==> run_1/zoom.png <==
Window x 109 to 134, y 76 to 101 um. Cells in grey, sequential cells in the stronger grey; small squares are vias.
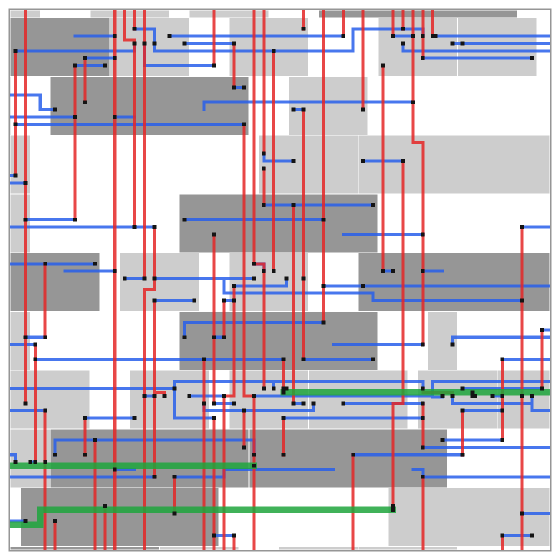
==> run_1/final_congestion.png <==
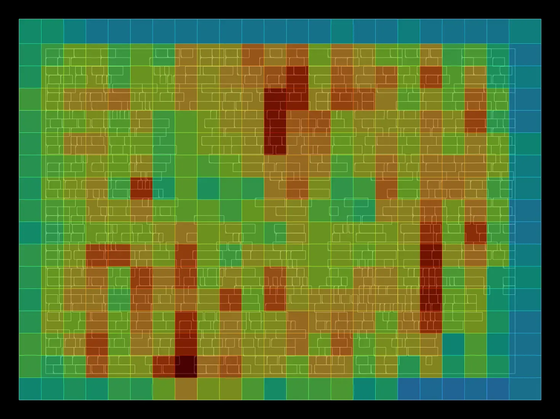
==> run_1/gate_families.png <==
Drawn at 1.5 px/um.
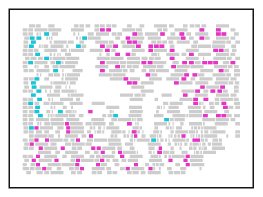
### src/rtl/sdram_port_arbiter_if.sv
// sdram_port_arbiter_if
//   Bundles the two requester ports (instruction fetch "i_*", load/store
//   "d_*") and the single command port toward the SDRAM controller ("m_*").
//
//   Modports:
//     master - the arbiter's view. It takes requests, drives acks and read
//              data back to the core, and masters the controller command port.
//     slave  - the surrounding environment: the core requesters plus the
//              SDRAM controller.
interface sdram_port_arbiter_if #(
  parameter int ADDR_W = 25,
  parameter int DATA_W = 32
);
  // fetch requester
  logic              i_req;
  logic [ADDR_W-1:0] i_addr;
  logic              i_ack;
  logic [DATA_W-1:0] i_rdata;
  // data requester
  logic              d_req;
  logic [ADDR_W-1:0] d_addr;
  logic [1:0]        d_oplen;
  logic              d_rw;
  logic [DATA_W-1:0] d_wdata;
  logic              d_ack;
  logic [DATA_W-1:0] d_rdata;
  // controller command / response
  logic              m_valid;
  logic              m_ready;
  logic [ADDR_W-1:0] m_addr;
  logic [1:0]        m_oplen;
  logic              m_rw;
  logic [DATA_W-1:0] m_wdata;
  logic              m_rsp_valid;
  logic [DATA_W-1:0] m_rdata;

  modport master (
    input  i_req, i_addr,
    input  d_req, d_addr, d_oplen, d_rw, d_wdata,
    input  m_ready, m_rsp_valid, m_rdata,
    output i_ack, i_rdata, d_ack, d_rdata,
    output m_valid, m_addr, m_oplen, m_rw, m_wdata
  );

  modport slave (
    output i_req, i_addr,
    output d_req, d_addr, d_oplen, d_rw, d_wdata,
    output m_ready, m_rsp_valid, m_rdata,
    input  i_ack, i_rdata, d_ack, d_rdata,
    input  m_valid, m_addr, m_oplen, m_rw, m_wdata
  );
endinterface

### src/rtl/sdram_port_arbiter.sv
// sdram_port_arbiter
//   Arbitrates the core's fetch and load/store requesters onto the single
//   SDRAM controller command port. One transaction is in flight at a time:
//   IDLE (grant + latch) -> ISSUE (valid/ready) -> WAIT (response or
//   watchdog) -> ACK (one-cycle ack to the owner).
//   Data has priority, but after DATA_STREAK consecutive data grants taken
//   while fetch was waiting, fetch wins the next arbitration.
//
//   Ports:
//     clk_50      - clock, everything on the rising edge
//     rst_n       - asynchronous active-low reset
//     bus         - sdram_port_arbiter_if.master (requesters + controller)
//     busy        - state is not IDLE
//     owner       - 0 = fetch, 1 = data; current or last grant
//     timeout_err - sticky: set when the watchdog forced a completion
module sdram_port_arbiter #(
  parameter int ADDR_W      = 25,
  parameter int DATA_W      = 32,
  parameter int DATA_STREAK = 4,
  parameter int TIMEOUT     = 255
) (
  input  logic                clk_50,
  input  logic                rst_n,
  sdram_port_arbiter_if.master bus,
  output logic                busy,
  output logic                owner,
  output logic                timeout_err
);

  localparam int ST_W = $clog2(DATA_STREAK + 1);
  localparam int WD_W = $clog2(TIMEOUT + 1);
  localparam logic [ST_W-1:0] ST_MAX  = ST_W'(DATA_STREAK);
  // The counter holds the number of WAIT cycles already completed, so the
  // current cycle is the TIMEOUT-th one when it reads TIMEOUT-1.
  localparam logic [WD_W-1:0] WD_LAST = WD_W'(TIMEOUT - 1);

  typedef enum logic [1:0] {IDLE, ISSUE, WAIT, ACK} state_t;

  state_t            state_q, state_d;
  logic [ST_W-1:0]   streak_q, streak_d;
  logic [WD_W-1:0]   wdog_q, wdog_d;
  logic              owner_q, owner_d;
  logic              terr_q, terr_d;
  logic [ADDR_W-1:0] m_addr_q, m_addr_d;
  logic [1:0]        m_oplen_q, m_oplen_d;
  logic              m_rw_q, m_rw_d;
  logic [DATA_W-1:0] m_wdata_q, m_wdata_d;
  logic [DATA_W-1:0] i_rdata_q, i_rdata_d;
  logic [DATA_W-1:0] d_rdata_q, d_rdata_d;

  logic              grant_data;
  logic              rsp_done;
  logic [DATA_W-1:0] rsp_data;

  // Data wins unless fetch is waiting and data has used up its streak.
  assign grant_data = bus.d_req && !(bus.i_req && (streak_q == ST_MAX));

  always_ff @(posedge clk_50 or negedge rst_n) begin
    if (!rst_n) begin
      state_q   <= IDLE;
      streak_q  <= '0;
      wdog_q    <= '0;
      owner_q   <= 1'b0;
      terr_q    <= 1'b0;
      m_addr_q  <= '0;
      m_oplen_q <= '0;
      m_rw_q    <= 1'b0;
      m_wdata_q <= '0;
      i_rdata_q <= '0;
      d_rdata_q <= '0;
    end else begin
      state_q   <= state_d;
      streak_q  <= streak_d;
      wdog_q    <= wdog_d;
      owner_q   <= owner_d;
      terr_q    <= terr_d;
      m_addr_q  <= m_addr_d;
      m_oplen_q <= m_oplen_d;
      m_rw_q    <= m_rw_d;
      m_wdata_q <= m_wdata_d;
      i_rdata_q <= i_rdata_d;
      d_rdata_q <= d_rdata_d;
    end
  end

  always_comb begin
    state_d   = state_q;
    streak_d  = streak_q;
    wdog_d    = wdog_q;
    owner_d   = owner_q;
    terr_d    = terr_q;
    m_addr_d  = m_addr_q;
    m_oplen_d = m_oplen_q;
    m_rw_d    = m_rw_q;
    m_wdata_d = m_wdata_q;
    i_rdata_d = i_rdata_q;
    d_rdata_d = d_rdata_q;
    rsp_done  = 1'b0;
    rsp_data  = '0;

    case (state_q)
      IDLE: begin
        if (bus.d_req || bus.i_req) begin
          state_d = ISSUE;
          if (grant_data) begin
            owner_d   = 1'b1;
            m_addr_d  = bus.d_addr;
            m_oplen_d = bus.d_oplen;
            m_rw_d    = bus.d_rw;
            m_wdata_d = bus.d_wdata;
            // Only grants that made fetch wait count toward the streak.
            if (bus.i_req)
              streak_d = (streak_q == ST_MAX) ? ST_MAX : streak_q + 1'b1;
            else
              streak_d = '0;
          end else begin
            owner_d   = 1'b0;
            m_addr_d  = bus.i_addr;
            m_oplen_d = 2'b10;
            m_rw_d    = 1'b0;
            m_wdata_d = '0;
            streak_d  = '0;
          end
        end
      end
      ISSUE: begin
        if (bus.m_ready) begin
          state_d = WAIT;
          wdog_d  = '0;
        end
      end
      WAIT: begin
        // A real response wins over an expiry in the same cycle.
        rsp_done = bus.m_rsp_valid || (wdog_q == WD_LAST);
        rsp_data = bus.m_rsp_valid ? bus.m_rdata : '0;
        if (rsp_done) begin
          state_d = ACK;
          if (!bus.m_rsp_valid) terr_d = 1'b1;
          if (!owner_q)     i_rdata_d = rsp_data;
          else if (!m_rw_q) d_rdata_d = rsp_data;
        end else begin
          wdog_d = wdog_q + 1'b1;
        end
      end
      ACK: state_d = IDLE;
      default: state_d = IDLE;
    endcase
  end

  assign bus.m_valid = (state_q == ISSUE);
  assign bus.m_addr  = m_addr_q;
  assign bus.m_oplen = m_oplen_q;
  assign bus.m_rw    = m_rw_q;
  assign bus.m_wdata = m_wdata_q;
  assign bus.i_ack   = (state_q == ACK) && !owner_q;
  assign bus.d_ack   = (state_q == ACK) && owner_q;
  assign bus.i_rdata = i_rdata_q;
  assign bus.d_rdata = d_rdata_q;
  assign busy        = (state_q != IDLE);
  assign owner       = owner_q;
  assign timeout_err = terr_q;

endmodule

### src/flat_wrapper.sv
// flat-port wrapper written by rule: the top's interface ports become plain ports
module sdram_port_arbiter_flat 
#(
  parameter int ADDR_W      = 25,
  parameter int DATA_W      = 32,
  parameter int DATA_STREAK = 4,
  parameter int TIMEOUT     = 255
)
  (clk_50, rst_n, busy, owner, timeout_err, bus_i_req, bus_i_addr, bus_d_req, bus_d_addr, bus_d_oplen, bus_d_rw, bus_d_wdata, bus_m_ready, bus_m_rsp_valid, bus_m_rdata, bus_i_ack, bus_i_rdata, bus_d_ack, bus_d_rdata, bus_m_valid, bus_m_addr, bus_m_oplen, bus_m_rw, bus_m_wdata);
  sdram_port_arbiter_if #(.ADDR_W(ADDR_W), .DATA_W(DATA_W)) bus_i ();
  input  logic clk_50;
  input  logic rst_n;
  output logic busy;
  output logic owner;
  output logic timeout_err;
  input wire logic [$bits(bus_i.i_req)-1:0] bus_i_req;
  input wire logic [$bits(bus_i.i_addr)-1:0] bus_i_addr;
  input wire logic [$bits(bus_i.d_req)-1:0] bus_d_req;
  input wire logic [$bits(bus_i.d_addr)-1:0] bus_d_addr;
  input wire logic [$bits(bus_i.d_oplen)-1:0] bus_d_oplen;
  input wire logic [$bits(bus_i.d_rw)-1:0] bus_d_rw;
  input wire logic [$bits(bus_i.d_wdata)-1:0] bus_d_wdata;
  input wire logic [$bits(bus_i.m_ready)-1:0] bus_m_ready;
  input wire logic [$bits(bus_i.m_rsp_valid)-1:0] bus_m_rsp_valid;
  input wire logic [$bits(bus_i.m_rdata)-1:0] bus_m_rdata;
  output wire logic [$bits(bus_i.i_ack)-1:0] bus_i_ack;
  output wire logic [$bits(bus_i.i_rdata)-1:0] bus_i_rdata;
  output wire logic [$bits(bus_i.d_ack)-1:0] bus_d_ack;
  output wire logic [$bits(bus_i.d_rdata)-1:0] bus_d_rdata;
  output wire logic [$bits(bus_i.m_valid)-1:0] bus_m_valid;
  output wire logic [$bits(bus_i.m_addr)-1:0] bus_m_addr;
  output wire logic [$bits(bus_i.m_oplen)-1:0] bus_m_oplen;
  output wire logic [$bits(bus_i.m_rw)-1:0] bus_m_rw;
  output wire logic [$bits(bus_i.m_wdata)-1:0] bus_m_wdata;
  assign bus_i.i_req = bus_i_req;
  assign bus_i.i_addr = bus_i_addr;
  assign bus_i.d_req = bus_d_req;
  assign bus_i.d_addr = bus_d_addr;
  assign bus_i.d_oplen = bus_d_oplen;
  assign bus_i.d_rw = bus_d_rw;
  assign bus_i.d_wdata = bus_d_wdata;
  assign bus_i.m_ready = bus_m_ready;
  assign bus_i.m_rsp_valid = bus_m_rsp_valid;
  assign bus_i.m_rdata = bus_m_rdata;
  assign bus_i_ack = bus_i.i_ack;
  assign bus_i_rdata = bus_i.i_rdata;
  assign bus_d_ack = bus_i.d_ack;
  assign bus_d_rdata = bus_i.d_rdata;
  assign bus_m_valid = bus_i.m_valid;
  assign bus_m_addr = bus_i.m_addr;
  assign bus_m_oplen = bus_i.m_oplen;
  assign bus_m_rw = bus_i.m_rw;
  assign bus_m_wdata = bus_i.m_wdata;
  sdram_port_arbiter #(.ADDR_W(ADDR_W), .DATA_W(DATA_W), .DATA_STREAK(DATA_STREAK), .TIMEOUT(TIMEOUT)) u_core (.clk_50(clk_50), .rst_n(rst_n), .bus(bus_i), .busy(busy), .owner(owner), .timeout_err(timeout_err));
endmodule
### config.mk
export PLATFORM = sky130hd
export DESIGN_NAME = sdram_port_arbiter_flat
export DESIGN_NICKNAME = d
export VERILOG_FILES = /design/src/rtl/sdram_port_arbiter_if.sv /design/src/rtl/sdram_port_arbiter.sv /design/src/flat_wrapper.sv
export SDC_FILE = /design/constraint.sdc
export NUM_CORES = 1
export LEC_CHECK = 0
export CAP_MARGIN = 20
export CORE_ASPECT_RATIO = 0.7
export CORE_MARGIN = 8
export CORE_UTILIZATION = 38
export CTS_CLUSTER_SIZE = 28
export DETAILED_ROUTE_END_ITERATION = 8
export GPL_ROUTABILITY_DRIVEN = 1
export PLACE_DENSITY_LB_ADDON = 0.15
export SYNTH_ARGS = -nofsm -noshare
export SYNTH_HDL_FRONTEND = slang
export SYNTH_SLANG_ARGS = --single-unit
### constraint.sdc
create_clock -name clk_50 -period 1.8 [get_ports clk_50]
set_input_delay 0.36 -clock clk_50 [delete_from_list [all_inputs] [get_ports clk_50]]
set_output_delay 0.36 -clock clk_50 [all_outputs]
set_load 0.02 [all_outputs]
==> impl_results.html, run 1 <==
<h2>Synthesis and place &amp; route</h2>
<table>
<tr><th>Metric</th><th>Value</th></tr>
<tr><th colspan="2">Finish</th></tr>
<tr><td>Diode count</td><td>0</td></tr>
<tr><td>Area taken by multi-input logic gates</td><td>2000 um^2</td></tr>
<tr><td>Commonest non-fill, non-tap cell in the layout</td><td>sky130_fd_sc_hd__clkdlybuf4s50_1</td></tr>
<tr><td>Inverter tally of the final layout excluding the clock network</td><td>11</td></tr>
<tr><td>Combinational fraction of the cell area</td><td>21.6%</td></tr>
<tr><td>Multi-input gates</td><td>256</td></tr>
<tr><td>Non-filler instance count after layout</td><td>913</td></tr>
<tr><td>Non-clock buffer count</td><td>281</td></tr>
<tr><td>Number of nets in the layout</td><td>837</td></tr>
<tr><td>Share of final-layout standard cells stronger than drive strength 1</td><td>10.0%</td></tr>
<tr><td>Sequential cell count of the final layout</td><td>139</td></tr>
<tr><td>Layout buffering overhead excluding clock cells</td><td>31.9%</td></tr>
<tr><td>Most common logic cells in the final layout</td><td>180 x sky130_fd_sc_hd__clkdlybuf4s50_1, 139 x sky130_fd_sc_hd__dfrtp_1, 66 x sky130_fd_sc_hd__a32o_1</td></tr>
<tr><td>Register cell area after layout</td><td>3480 um^2</td></tr>
<tr><td>Post-synthesis to final-layout area growth</td><td>63.7%</td></tr>
<tr><td>Relative area of clock buffers and inverters in the final design</td><td>5.72%</td></tr>
<tr><td>Number of clock buffers in the layout</td><td>23</td></tr>
<tr><td>Final-layout fill cell count</td><td>1161</td></tr>
<tr><td>Area-dominant class</td><td>registers</td></tr>
<tr><td>Proportion of cell area occupied by registers</td><td>37.6%</td></tr>
<tr><th colspan="2">Synthesis</th></tr>
<tr><td>Most frequently used flop master after synthesis</td><td>sky130_fd_sc_hd__dfrtp_1</td></tr>
<tr><td>Post-Synthesis Net Count</td><td>572</td></tr>
<tr><td>Mapped Area</td><td>5650 um^2</td></tr>
<tr><td>Average footprint of a synthesized cell</td><td>12.8 um^2</td></tr>
<tr><td>Number of synthesized flops with an enable pin</td><td>0</td></tr>
<tr><td>Number of standard cells reported by yosys</td><td>441</td></tr>
<tr><td>Sequential share of the synthesized area</td><td>61.6%</td></tr>
<tr><td>Share of synthesized cell area in and-or and or-and compound cells</td><td>22.1%</td></tr>
<tr><td>Share of flip-flops with an asynchronous set or reset</td><td>100%</td></tr>
<tr><td>Synth logic family</td><td>AND-OR/OR-AND gates</td></tr>
<tr><td>Post-synthesis cell count</td><td>441</td></tr>
<tr><td>Simple-Gate Area Share</td><td>6.34%</td></tr>
<tr><td>Chip area estimate from yosys synthesis</td><td>5650 um^2</td></tr>
<tr><td>Fa+ha+maj area frac</td><td>1.77%</td></tr>
<tr><td>Fraction of synthesized area in multiplexers</td><td>4.79%</td></tr>
<tr><td>Flop and latch count out of synthesis</td><td>139</td></tr>
<tr><td>Cell variety after synth</td><td>40</td></tr>
<tr><td>Number of warnings reported in the yosys synthesis log</td><td>0</td></tr>
<tr><td>XOR-XNOR Cells, Area Fraction</td><td>0%</td></tr>
<tr><th colspan="2">Job</th></tr>
<tr><td>OpenROAD warning count</td><td>32</td></tr>
<tr><td>Number of max-cap violations</td><td>0</td></tr>
<tr><th colspan="2">Drt</th></tr>
<tr><td>Drt wl/cell</td><td>20.7 um</td></tr>
<tr><td>Routed via count divided by cell count</td><td>5.32</td></tr>
<tr><td>Met2 layer wire length in the routed design</td><td>8.97 mm</td></tr>
<tr><td>Vias</td><td>4860</td></tr>
<tr><td>Pre-Repair DR Iteration Count</td><td>4</td></tr>
<tr><td>Post-route DRC</td><td>0</td></tr>
<tr><td>Tally of nets with antenna violations remaining after routing</td><td>0</td></tr>
<tr><td>Highest layer used for signal routing</td><td>met4</td></tr>
<tr><td>Initial detailed-routing violation count</td><td>315</td></tr>
<tr><td>Detailed-routed wire length on met3</td><td>1.90 mm</td></tr>
<tr><td>Metal-1 WL</td><td>7.75 mm</td></tr>
<tr><td>Drt total wl</td><td>18.9 mm</td></tr>
<tr><th colspan="2">Setup path</th></tr>
<tr><td>Worst Setup Path Type</td><td>reg -&gt; out</td></tr>
<tr><td>Launching element of the worst setup path</td><td>u_core.bus.i_rdata[5]</td></tr>
<tr><td>Ordered cell list for the critical path</td><td>clkdlybuf4s50_1</td></tr>
<tr><td>Reg2reg path depth</td><td>6</td></tr>
<tr><td>RR Endpoint</td><td>u_core.wdog_q[3]</td></tr>
<tr><td>Critical Path RT</td><td>1440 ps</td></tr>
<tr><td>Worst Path Buf+Inv</td><td>1</td></tr>
<tr><td>Arrival time at the worst endpoint</td><td>1390 ps</td></tr>
<tr><td>Launching element type of the critical path</td><td>flip-flop</td></tr>
<tr><td>Slowest cell on crit path</td><td>sky130_fd_sc_hd__clkdlybuf4s50_1</td></tr>
<tr><td>R2r startpoint</td><td>u_core.wdog_q[0]</td></tr>
<tr><td>Delay of the slowest cell on the worst path</td><td>630 ps</td></tr>
<tr><td>Reg-to-reg setup timing slack</td><td>70 ps</td></tr>
<tr><td>Critical path capture point type</td><td>primary output</td></tr>
<tr><td>Last element of the critical path</td><td>bus_i_rdata[5]</td></tr>
<tr><td>Category of cells accounting for the largest share of critical-path delay</td><td>buffers and inverters</td></tr>
<tr><td>Maximum fanout along the worst path</td><td>2</td></tr>
<tr><td>WP depth</td><td>1</td></tr>
<tr><th colspan="2">Global routing</th></tr>
<tr><td>First-pass GRT wire length</td><td>29.8 mm</td></tr>
<tr><td>Number of antenna violations at the first check in global routing</td><td>0</td></tr>
<tr><td>Met3 GRT Util</td><td>9.92%</td></tr>
<tr><td>Remaining global-route overflow</td><td>0</td></tr>
<tr><td>Number of global-route vias before repair</td><td>5209</td></tr>
<tr><td>Met1 Resource Use GR</td><td>23.9%</td></tr>
<tr><td>Met2 demand-to-capacity share in global routing</td><td>30.9%</td></tr>
<tr><td>Maximum number of pins on one net before global-route repair</td><td>69</td></tr>
<tr><th colspan="2">Floorplanning</th></tr>
<tr><td>Chip Footprint</td><td>19100 um^2</td></tr>
<tr><td>Initial standard-cell utilization of the core</td><td>38.6%</td></tr>
<tr><td>Width of the die</td><td>162 um</td></tr>
<tr><td>Tap cells</td><td>195</td></tr>
<tr><td>I/O pin count</td><td>253</td></tr>
<tr><td>Placeable core region</td><td>14600 um^2</td></tr>
<tr><td>Height of the die</td><td>118 um</td></tr>
<tr><td>Placement row count</td><td>37</td></tr>
<tr><th colspan="2">Timing</th></tr>
<tr><td>RSZ-0062 raised after global routing</td><td>true</td></tr>
<tr><td>Maximum operating frequency</td><td>571 MHz</td></tr>
<tr><td>Remaining max-slew budget at the tightest pin</td><td>71.1%</td></tr>
<tr><td>Final worst path period share</td><td>97.3%</td></tr>
<tr><td>Setup TNS</td><td>0 ps</td></tr>
<tr><td>Post-layout minimum cycle time</td><td>1750 ps</td></tr>
<tr><td>Final Setup Violations</td><td>0</td></tr>
<tr><td>Final Hold Violating Endpoints</td><td>0</td></tr>
<tr><td>Final worst setup slack</td><td>48.4 ps</td></tr>
<tr><td>Setup Skew</td><td>6.37 ps</td></tr>
<tr><td>Max Slew Vio Count</td><td>0</td></tr>
<tr><td>Slew of the pin with the lowest slew margin</td><td>429 ps</td></tr>
<tr><th colspan="2">Clock network</th></tr>
<tr><td>Num CTS Buffers</td><td>17</td></tr>
<tr><td>Clock Path Buffers</td><td>2</td></tr>
<tr><td>Clock-pin slew on the worst setup and hold paths</td><td>50 ps</td></tr>
<tr><td>Latest clock arrival within the worst-skew pair</td><td>410 ps</td></tr>
<tr><td>CTS tree</td><td>done</td></tr>
<tr><td>Count of clock tree sinks</td><td>139</td></tr>
<tr><td>CTS Root Cell</td><td>sky130_fd_sc_hd__clkbuf_16</td></tr>
<tr><td>CTS H-tree lvls</td><td>4</td></tr>
<tr><th colspan="2">Place</th></tr>
<tr><td>HPWL after detailed placement</td><td>14.0 mm</td></tr>
<tr><td>Final Wtd Congestion</td><td>0.807</td></tr>
<tr><td>Number of cells in the design after placement</td><td>880</td></tr>
<tr><td>Worst setup slack before clock tree synthesis</td><td>-15.0 ps</td></tr>
<tr><td>Port buffer count</td><td>252</td></tr>
<tr><th colspan="2">Power and ir drop</th></tr>
<tr><td>Largest vdd supply drop</td><td>0.000806 V</td></tr>
<tr><td>LEAKAGE</td><td>0.00467 uW</td></tr>
<tr><td>Power density relative to cell area</td><td>1730 nW/um^2</td></tr>
<tr><th colspan="2">Worst hold path</th></tr>
<tr><td>Class of the tightest hold or removal check</td><td>in -&gt; async</td></tr>
<tr><th colspan="2">Run status</th></tr>
<tr><td>Status</td><td>complete, no violations</td></tr>
</table>
About zoom.png:
met3 -> green
met1 -> blue
met2 -> red
sequential cells in the window = 8
cells with their middle in the window = 26
most frequent = a32o_1 (8), dfrtp_1 (8), clkdlybuf4s50_1 (4)
netlist names of flops here include = u_core.bus.d_rdata (4), u_core.bus.i_rdata (4)

About final_congestion.png:
peak-usage layer in the global routing report: met2
Overall Global Routing Usage: 19.9%

About gate_families.png:
multiplexers -> cyan  # cells 27
AND-OR and OR-AND gates -> magenta  # cells 105, where spread over the die

## run 1: cells in the mapped netlist (2+ instances only)
library cell,instances,area [um^2]
sky130_fd_sc_hd__nand3_1,11,55.1
sky130_fd_sc_hd__dfrtp_1,139,3480
sky130_fd_sc_hd__or3_1,2,12.5
sky130_fd_sc_hd__ha_1,8,100
sky130_fd_sc_hd__a22o_1,34,298
sky130_fd_sc_hd__o21ai_0,31,155
sky130_fd_sc_hd__nand4_1,2,12.5
sky130_fd_sc_hd__or4_1,3,22.5
sky130_fd_sc_hd__nor2_1,2,7.51
sky130_fd_sc_hd__clkbuf_1,21,78.8
sky130_fd_sc_hd__nand2b_1,2,12.5
sky130_fd_sc_hd__a31oi_1,3,18.8
sky130_fd_sc_hd__nor2b_1,4,25.0
sky130_fd_sc_hd__nand2_1,37,139
sky130_fd_sc_hd__buf_2,11,55.1
sky130_fd_sc_hd__buf_4,2,15.0
sky130_fd_sc_hd__nor3_1,2,10.0
sky130_fd_sc_hd__inv_1,10,37.5
sky130_fd_sc_hd__a32o_1,66,661
sky130_fd_sc_hd__mux2i_1,27,270
sky130_fd_sc_hd__o211ai_1,2,15.0
sky130_fd_sc_hd__a21oi_1,4,20.0
## run 1: timing repair
action | in CTS | in global routing
hold buffers | 1 | 0
endpoints found under the setup margin | 14 | 91
buffers inserted | 1 | 0
hold endpoints to repair | 35 | 0
resized | 26 | 63
## run 1: stage by stage
stage	cell area [um^2]	power [uW]	hold slack (ps)	util, %
floorplan	5650	9010	64.4	-
global placement	8570	13000	297	58.6
detailed placement	8570	13200	296	58.6
CTS	9080	16300	424	62.1
global route	9250	16900	463	63.2
finish	9250	16000	453	63.2
## run 1: power breakdown
group          switching (uW)  total, uW  internal [uW]
registers                 776       5220           4440
logic                    3950       7610           3650
clock network            1270       3190           1920
total                    6000      16000          10000
==> run 2, diff against run 1 <==
HOLD_SLACK_MARGIN = 0.03   (was not set)
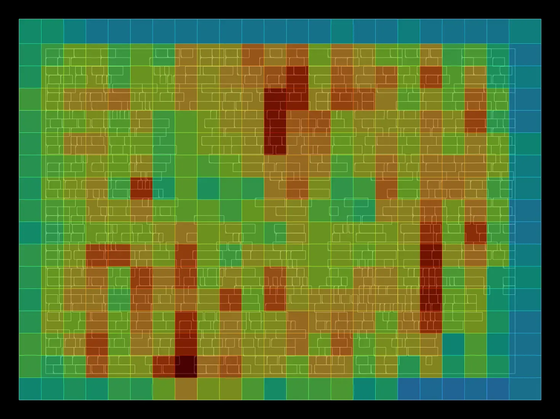
(run_2/final_congestion.png)
utilization after layout: 63.2%
met1 Resource Use GR: 23.9%

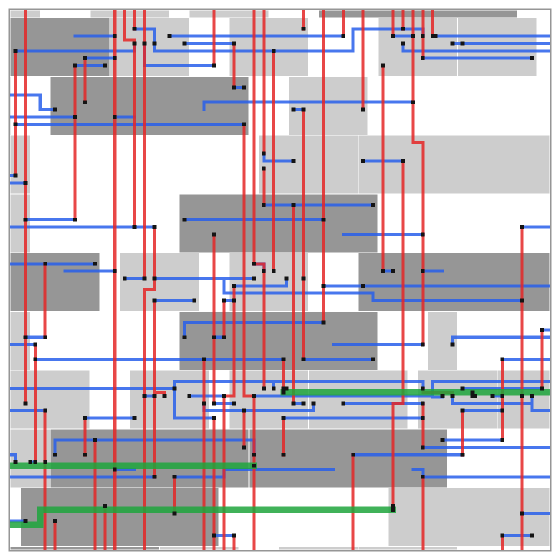
(run_2/zoom.png)
Window x 109 to 134, y 76 to 101 um. Cells in grey, sequential cells in the stronger grey; small squares are vias.

==> run 2 against run 1 <==
Compared with the run above:
- critical path depth did not move
- clock skew unchanged
- worst hold slack unchanged
- cell count unchanged
- clock power hardly changed
- register-to-register slack hardly changed
- via count unchanged
==> impl_results.html, run 2 <==
<h2>Synthesis and place &amp; route</h2>
<table>
<tr><th>Metric</th><th>Value</th></tr>
<tr><th colspan="2">Run status</th></tr>
<tr><td>Status</td><td>complete, no violations</td></tr>
<tr><th colspan="2">Setup path</th></tr>
<tr><td>Reg2reg path depth</td><td>6</td></tr>
<tr><td>Launching element of the worst setup path</td><td>u_core.bus.i_rdata[5]</td></tr>
<tr><td>R2r startpoint</td><td>u_core.wdog_q[0]</td></tr>
<tr><td>Worst Setup Path Type</td><td>reg -&gt; out</td></tr>
<tr><td>Worst Path Buf+Inv</td><td>1</td></tr>
<tr><td>RR Endpoint</td><td>u_core.wdog_q[3]</td></tr>
<tr><td>Category of cells accounting for the largest share of critical-path delay</td><td>buffers and inverters</td></tr>
<tr><td>Delay of the slowest cell on the worst path</td><td>630 ps</td></tr>
<tr><td>Reg-to-reg setup timing slack</td><td>70 ps</td></tr>
<tr><td>Arrival time at the worst endpoint</td><td>1390 ps</td></tr>
<tr><td>Critical Path RT</td><td>1440 ps</td></tr>
<tr><td>Ordered cell list for the critical path</td><td>clkdlybuf4s50_1</td></tr>
<tr><td>Critical path capture point type</td><td>primary output</td></tr>
<tr><th colspan="2">Clock network</th></tr>
<tr><td>CTS H-tree lvls</td><td>4</td></tr>
<tr><td>CTS tree</td><td>done</td></tr>
<tr><td>Count of clock tree sinks</td><td>139</td></tr>
<tr><td>Latest clock arrival within the worst-skew pair</td><td>410 ps</td></tr>
<tr><td>CTS Root Cell</td><td>sky130_fd_sc_hd__clkbuf_16</td></tr>
<tr><td>Clock Path Buffers</td><td>2</td></tr>
<tr><td>Clock-pin slew on the worst setup and hold paths</td><td>50 ps</td></tr>
<tr><td>Num CTS Buffers</td><td>17</td></tr>
<tr><th colspan="2">Timing</th></tr>
<tr><td>Setup TNS</td><td>0 ps</td></tr>
<tr><td>RSZ-0062 raised after global routing</td><td>true</td></tr>
<tr><td>Remaining max-slew budget at the tightest pin</td><td>71.1%</td></tr>
<tr><td>Slew of the pin with the lowest slew margin</td><td>429 ps</td></tr>
<tr><td>Final worst path period share</td><td>97.3%</td></tr>
<tr><td>Maximum operating frequency</td><td>571 MHz</td></tr>
<tr><td>Final worst setup slack</td><td>48.4 ps</td></tr>
<tr><td>Max Slew Vio Count</td><td>0</td></tr>
<tr><td>Final Setup Violations</td><td>0</td></tr>
<tr><td>Final Hold Violating Endpoints</td><td>0</td></tr>
<tr><th colspan="2">Finish</th></tr>
<tr><td>Number of nets in the layout</td><td>837</td></tr>
<tr><td>Final design instance area without fill</td><td>9250 um^2</td></tr>
<tr><td>Diode count</td><td>0</td></tr>
<tr><td>Commonest non-fill, non-tap cell in the layout</td><td>sky130_fd_sc_hd__clkdlybuf4s50_1</td></tr>
<tr><td>Post-synthesis to final-layout area growth</td><td>63.7%</td></tr>
<tr><td>Most common logic cells in the final layout</td><td>180 x sky130_fd_sc_hd__clkdlybuf4s50_1, 139 x sky130_fd_sc_hd__dfrtp_1, 66 x sky130_fd_sc_hd__a32o_1</td></tr>
<tr><td>Non-filler instance count after layout</td><td>913</td></tr>
<tr><td>Share of final-layout standard cells stronger than drive strength 1</td><td>10.0%</td></tr>
<tr><th colspan="2">Synthesis</th></tr>
<tr><td>Most area-hungry cell type in the Yosys netlist</td><td>sky130_fd_sc_hd__dfrtp_1</td></tr>
<tr><td>Flop and latch count out of synthesis</td><td>139</td></tr>
<tr><td>Top cells by count, synth</td><td>139 x sky130_fd_sc_hd__dfrtp_1, 66 x sky130_fd_sc_hd__a32o_1, 37 x sky130_fd_sc_hd__nand2_1</td></tr>
<tr><td>Number of standard cells reported by yosys</td><td>441</td></tr>
<tr><td>Number of warnings reported in the yosys synthesis log</td><td>0</td></tr>
<tr><td>Most frequently used flop master after synthesis</td><td>sky130_fd_sc_hd__dfrtp_1</td></tr>
<tr><td>Cell variety after synth</td><td>40</td></tr>
<tr><td>Chip area estimate from yosys synthesis</td><td>5650 um^2</td></tr>
<tr><td>Main area contributors</td><td>sky130_fd_sc_hd__dfrtp_1 62%, sky130_fd_sc_hd__a32o_1 12%, sky130_fd_sc_hd__a22o_1 5.3%, sky130_fd_sc_hd__mux2i_1 4.8%, sky130_fd_sc_hd__o21ai_0 2.7%</td></tr>
<tr><td>Share of flip-flops with an asynchronous set or reset</td><td>100%</td></tr>
<tr><td>Sequential share of the synthesized area</td><td>61.6%</td></tr>
<tr><td>Post-Synthesis Net Count</td><td>572</td></tr>
<tr><td>Mapped Area</td><td>5650 um^2</td></tr>
<tr><td>Post-synthesis cell count</td><td>441</td></tr>
<tr><td>Synth top cell by count</td><td>sky130_fd_sc_hd__dfrtp_1</td></tr>
<tr><th colspan="2">Power and ir drop</th></tr>
<tr><td>Power spent charging and discharging nets</td><td>6000 uW</td></tr>
<tr><td>Overall Power</td><td>16000 uW</td></tr>
<tr><td>Fraction of power consumed by sequential logic</td><td>32.6%</td></tr>
<tr><td>Power density relative to cell area</td><td>1730 nW/um^2</td></tr>
<tr><td>Clock Power Share</td><td>19.9%</td></tr>
<tr><td>Largest vdd supply drop</td><td>0.000806 V</td></tr>
<tr><td>Cell internal power dissipation</td><td>10000 uW</td></tr>
<tr><td>Combinational group share of total power</td><td>47.5%</td></tr>
<tr><th colspan="2">Floorplanning</th></tr>
<tr><td>Placement row count</td><td>37</td></tr>
<tr><td>Height of the die</td><td>118 um</td></tr>
<tr><td>Placeable core region</td><td>14600 um^2</td></tr>
<tr><td>Width of the die</td><td>162 um</td></tr>
<tr><td>I/O pin count</td><td>253</td></tr>
<tr><td>Chip Footprint</td><td>19100 um^2</td></tr>
<tr><td>Initial standard-cell utilization of the core</td><td>38.6%</td></tr>
<tr><th colspan="2">Drt</th></tr>
<tr><td>Metal-1 WL</td><td>7.75 mm</td></tr>
<tr><td>Vias</td><td>4860</td></tr>
<tr><td>Met2 layer wire length in the routed design</td><td>8.97 mm</td></tr>
<tr><td>Detailed-routed wire length on met3</td><td>1.90 mm</td></tr>
<tr><td>Drt wl/cell</td><td>20.7 um</td></tr>
<tr><td>Pre-Repair DR Iteration Count</td><td>4</td></tr>
<tr><td>Post-route DRC</td><td>0</td></tr>
<tr><td>Tally of nets with antenna violations remaining after routing</td><td>0</td></tr>
<tr><td>Initial detailed-routing violation count</td><td>315</td></tr>
<tr><td>Drt total wl</td><td>18.9 mm</td></tr>
<tr><td>Highest layer used for signal routing</td><td>met4</td></tr>
<tr><td>Routed via count divided by cell count</td><td>5.32</td></tr>
<tr><th colspan="2">Global routing</th></tr>
<tr><td>Met2 demand-to-capacity share in global routing</td><td>30.9%</td></tr>
<tr><td>Overall Global Routing Usage</td><td>19.9%</td></tr>
<tr><td>Peak-usage layer in the global routing report</td><td>met2</td></tr>
<tr><td>Number of global-route vias before repair</td><td>5209</td></tr>
<tr><td>Number of antenna violations at the first check in global routing</td><td>0</td></tr>
<tr><td>First-pass GRT wire length</td><td>29.8 mm</td></tr>
<tr><th colspan="2">Place</th></tr>
<tr><td>Area of placed instances</td><td>8570 um^2</td></tr>
<tr><td>Number of cells in the design after placement</td><td>880</td></tr>
<tr><td>HPWL after detailed placement</td><td>14.0 mm</td></tr>
<tr><td>Port buffer count</td><td>252</td></tr>
<tr><td>Worst setup slack before clock tree synthesis</td><td>-15.0 ps</td></tr>
<tr><th colspan="2">Worst hold path</th></tr>
<tr><td>Class of the tightest hold or removal check</td><td>in -&gt; async</td></tr>
<tr><th colspan="2">Job</th></tr>
<tr><td>OpenROAD warning count</td><td>32</td></tr>
<tr><td>Number of max-cap violations</td><td>0</td></tr>
</table>
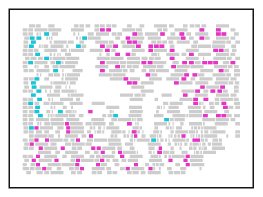
(run_2/gate_families.png)
Drawn at 1.5 px/um.
AND-OR and OR-AND gates -> magenta  # cells 105, where spread over the die
multiplexers -> cyan  # cells 27

==> run 2: cell counts after synthesis <==
No cell type changed its count.
==> run 2: timing repair <==
item / 4_1_cts / 5_1_grt
gates resized: 26 / 63
gates cloned: 0 / 0
endpoints found under the setup margin: 14 / 91
pin swaps: 0 / 0
hold buffers: 1 / 0
buffers inserted: 1 / 0
endpoints found under the hold margin: 35 / 0
==> run 2: cell families (layout without fill, tap and decap cells) <==
family | Yosys count | in the layout | share of synthesized area, %
AND-OR/OR-AND | 149 | 149 | 22.1
flip-flops | 139 | 139 | 61.6
AND/OR/NAND/NOR | 72 | 72 | 6.34
buffers and inverters | 46 | 323 | 3.43
multiplexers | 27 | 27 | 4.79
adder cells (fa/ha/maj) | 8 | 8 | 1.77
==> run 2: worst max-delay path by stage <==
| stage | cells past startpoint | endpoint |
|---|---|---|
| 2_1_floorplan | 8 | u_core.bus.d_rdata[0] |
| 6_report | 1 | bus_i_rdata[5] |
| 5_1_grt | 6 | u_core.wdog_q[3] |
| 3_5_place_dp | 6 | u_core.bus.m_addr[1] |
| 4_1_cts | 1 | bus_d_rdata[14] |
| 3_3_place_gp | 6 | u_core.bus.m_addr[19] |
==> run 2: layout make-up <==
type	count	area [um^2]
clock buffer	23	458
clock inverter	8	71.3
fill	1161	5380
inverter	11	43.8
multi-input combinational	256	2000
sequential	139	3480
tap	195	244
timing repair buffer	281	2950
==> run 2: power by group through the flow <==
stage | Combinational, uW | Sequential, uW | Clock (uW)
after floorplan | 2310 | 6690 | 0
after global placement | 7750 | 5200 | 0
after detailed placement | 7890 | 5270 | 0
after CTS | 7790 | 5260 | 3250
after global routing | 8150 | 5380 | 3400
final | 7610 | 5220 | 3190
==> run_2/met1.png <==
Drawn at 1.5 px/um.
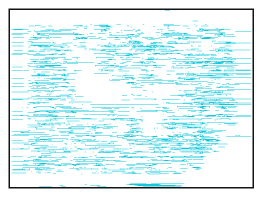

==> run 3, diff against run 2 <==
CAP_MARGIN = not set   (was 20)
GPL_TIMING_DRIVEN = 0   (was not set)
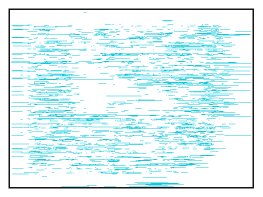
(run_3/met1.png)
Drawn at 1.5 px/um.
nets with wire on the layer = 740
main direction = horizontal
wire length on this layer = 7830 um
longest straight run = 58.4 um
share of all routed wire = 41%

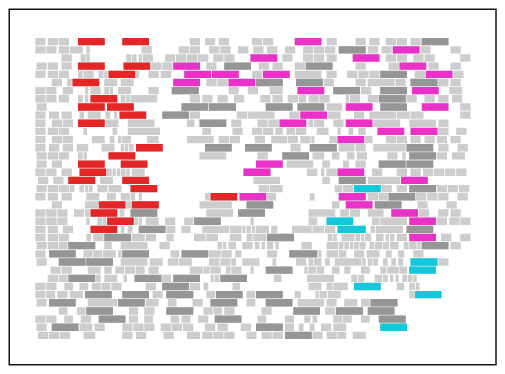
(run_3/registers.png)
Drawn at 3 px/um. Other sequential cells in the stronger grey, the rest of the logic in the fainter grey.
u_core.wdog_q -> cyan  # sequential cells 8
u_core.bus.m_addr -> red  # sequential cells 25
u_core.bus.i_rdata -> magenta  # sequential cells 32
not coloured = 74

==> run 3 against run 2 <==
Compared with the run above:
- critical endpoint is now u_core.bus.d_rdata[19]
- sequential share of layout area fell by 1.0 points
- sequential power barely moved
- first-iteration DRC count fell by 37%
- highest routed layer unchanged
- worst hold slack got worse by 74 ps
- the flow now finishes with violations (setup timing)
- critical path depth rose by 7
- clock skew rose by 4.8 ps
- largest cell class unchanged
==> impl_results.html, run 3 <==
<h2>Synthesis and place &amp; route</h2>
<table>
<tr><th>Metric</th><th>Value</th></tr>
<tr><th colspan="2">Timing</th></tr>
<tr><td>RSZ-0062 raised after global routing</td><td>true</td></tr>
<tr><td>Setup Skew</td><td>11.2 ps</td></tr>
<tr><td>Final worst setup slack</td><td>-9.76 ps</td></tr>
<tr><td>Post-layout minimum cycle time</td><td>1810 ps</td></tr>
<tr><td>Final Hold Violating Endpoints</td><td>0</td></tr>
<tr><td>Setup TNS</td><td>-62.4 ps</td></tr>
<tr><td>Final worst path period share</td><td>101%</td></tr>
<tr><td>Final Setup Violations</td><td>13</td></tr>
<tr><td>Slew of the pin with the lowest slew margin</td><td>533 ps</td></tr>
<tr><th colspan="2">Place</th></tr>
<tr><td>Number of cells in the design after placement</td><td>888</td></tr>
<tr><th colspan="2">Setup path</th></tr>
<tr><td>Arrival time at the worst endpoint</td><td>2100 ps</td></tr>
<tr><td>Maximum fanout along the worst path</td><td>8</td></tr>
<tr><td>Launching element type of the critical path</td><td>flip-flop</td></tr>
<tr><td>Slowest cell on crit path</td><td>sky130_fd_sc_hd__dfrtp_1</td></tr>
<tr><td>Reg-to-reg setup timing slack</td><td>-10 ps</td></tr>
<tr><td>Worst Setup Path Type</td><td>reg -&gt; reg</td></tr>
<tr><td>R2r startpoint</td><td>u_core.state_q[0]</td></tr>
<tr><td>Last element of the critical path</td><td>u_core.bus.d_rdata[19]</td></tr>
<tr><th colspan="2">Clock network</th></tr>
<tr><td>Post-cts hold buffer count</td><td>1</td></tr>
<tr><td>CTS Root Cell</td><td>sky130_fd_sc_hd__clkbuf_16</td></tr>
<tr><td>Clock Path Buffers</td><td>2</td></tr>
<tr><td>Count of clock tree sinks</td><td>139</td></tr>
<tr><td>Total setup buffers inserted after CTS</td><td>7</td></tr>
<tr><td>CTS tree</td><td>done</td></tr>
<tr><th colspan="2">Synthesis</th></tr>
<tr><td>Flop and latch count out of synthesis</td><td>139</td></tr>
<tr><td>Post-Synthesis Net Count</td><td>572</td></tr>
<tr><td>Chip area estimate from yosys synthesis</td><td>5650 um^2</td></tr>
<tr><td>Cell variety after synth</td><td>40</td></tr>
<tr><td>Number of warnings reported in the yosys synthesis log</td><td>0</td></tr>
<tr><td>Area share of the leading cell type in the synthesized netlist</td><td>61.6%</td></tr>
<tr><td>Average footprint of a synthesized cell</td><td>12.8 um^2</td></tr>
<tr><td>Main area contributors</td><td>sky130_fd_sc_hd__dfrtp_1 62%, sky130_fd_sc_hd__a32o_1 12%, sky130_fd_sc_hd__a22o_1 5.3%, sky130_fd_sc_hd__mux2i_1 4.8%, sky130_fd_sc_hd__o21ai_0 2.7%</td></tr>
<tr><td>Post-synthesis cell count</td><td>441</td></tr>
<tr><th colspan="2">Finish</th></tr>
<tr><td>Final design instance area without fill</td><td>9510 um^2</td></tr>
<tr><td>Final-layout fill cell count</td><td>1155</td></tr>
<tr><td>Share of final-layout standard cells stronger than drive strength 1</td><td>13.6%</td></tr>
<tr><td>Register cell area after layout</td><td>3480 um^2</td></tr>
<tr><td>Proportion of cell area occupied by registers</td><td>36.6%</td></tr>
<tr><td>Inverter tally of the final layout excluding the clock network</td><td>11</td></tr>
<tr><td>Number of nets in the layout</td><td>862</td></tr>
<tr><td>Layout buffering overhead excluding clock cells</td><td>32.0%</td></tr>
<tr><td>Most common logic cells in the final layout</td><td>205 x sky130_fd_sc_hd__clkdlybuf4s50_1, 137 x sky130_fd_sc_hd__dfrtp_1, 66 x sky130_fd_sc_hd__a32o_1</td></tr>
<tr><td>Diode count</td><td>0</td></tr>
<tr><th colspan="2">Global routing</th></tr>
<tr><td>Remaining global-route overflow</td><td>0</td></tr>
<tr><td>Overall Global Routing Usage</td><td>19.9%</td></tr>
<tr><td>First-pass GRT wire length</td><td>30.2 mm</td></tr>
<tr><th colspan="2">Run status</th></tr>
<tr><td>Status</td><td>finished with violations</td></tr>
<tr><td>Violated checks</td><td>setup timing</td></tr>
<tr><th colspan="2">Drt</th></tr>
<tr><td>Initial detailed-routing violation count</td><td>197</td></tr>
<tr><td>Post-route DRC</td><td>0</td></tr>
<tr><td>Drt total wl</td><td>19.3 mm</td></tr>
<tr><th colspan="2">Floorplanning</th></tr>
<tr><td>Initial standard-cell utilization of the core</td><td>38.6%</td></tr>
<tr><td>Width of the die</td><td>162 um</td></tr>
<tr><td>I/O pin count</td><td>253</td></tr>
<tr><td>Chip Footprint</td><td>19100 um^2</td></tr>
<tr><td>Tap cells</td><td>195</td></tr>
<tr><th colspan="2">Power and ir drop</th></tr>
<tr><td>Power density relative to cell area</td><td>1790 nW/um^2</td></tr>
<tr><td>Largest vdd supply drop</td><td>0.000920 V</td></tr>
<tr><td>Fraction of power consumed by sequential logic</td><td>30.7%</td></tr>
<tr><th colspan="2">Job</th></tr>
<tr><td>Number of max-cap violations</td><td>0</td></tr>
<tr><th colspan="2">Worst hold path</th></tr>
<tr><td>Class of the tightest hold or removal check</td><td>in -&gt; reg</td></tr>
</table>
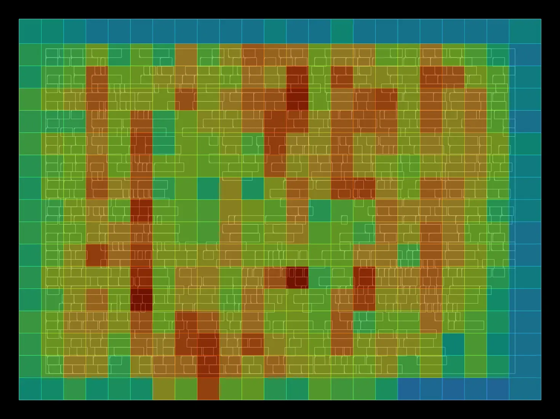
(run_3/final_congestion.png)
utilization after layout: 65.0%
met2 demand-to-capacity share in global routing: 31.3%

## run 3: netlist changes by cell type in the layout (fill, tap and decap cells not counted), moves of 3 or more
cell                              before  now
sky130_fd_sc_hd__buf_12                8    0
sky130_fd_sc_hd__buf_6                 2    7
sky130_fd_sc_hd__buf_8                 0    3
sky130_fd_sc_hd__bufinv_16             1    4
sky130_fd_sc_hd__clkbuf_1              5   11
sky130_fd_sc_hd__clkbuf_16            17   20
sky130_fd_sc_hd__clkbuf_2              0    8
sky130_fd_sc_hd__clkdlybuf4s50_1     180  205
sky130_fd_sc_hd__clkinv_2              5    0
sky130_fd_sc_hd__dlygate4sd2_1        10    6
sky130_fd_sc_hd__dlymetal6s2s_1       56   35
sky130_fd_sc_hd__inv_1                10    7
sky130_fd_sc_hd__inv_6                 0    5
sky130_fd_sc_hd__nand2_1              37   34
## run 3: per-layer routing
metal  share of wire [%]  GRT usage [%]  up-vias
met4                 1.5           7.21        0
met5                   0              0        -
met3                 9.8           8.35       16
met2                  48           31.3      197
met1                  40           24.1     2469
li1                    -              -     2283
## run 3: power by group through the flow
stage	clock (uW)	sequential, uW	combinational [uW]
2_1_floorplan	0	6690	2310
3_3_place_gp	0	5210	7530
3_5_place_dp	0	5250	7670
4_1_cts	3820	5240	7850
5_1_grt	3980	5380	8580
6_report	3760	5230	8020
## run 3: worst max-delay path: cells and delay by family (launching register included)
family                     cells  cell delay (ps)
AOI/OAI and AO/OA              1              190
adders and majority gates      1              120
buffers and inverters          4              470
DFF                            1              420
and+or+nand+nor                2              490
## run 3: cells by family after synthesis
kind of cell | synth area share, %
AND-OR/OR-AND | 22.1
flip-flops | 61.6
AND/OR/NAND/NOR | 6.34
buffers and inverters | 3.43
multiplexers | 4.79
adder cells (fa/ha/maj) | 1.77
Power and IR drop assume default switching activity.
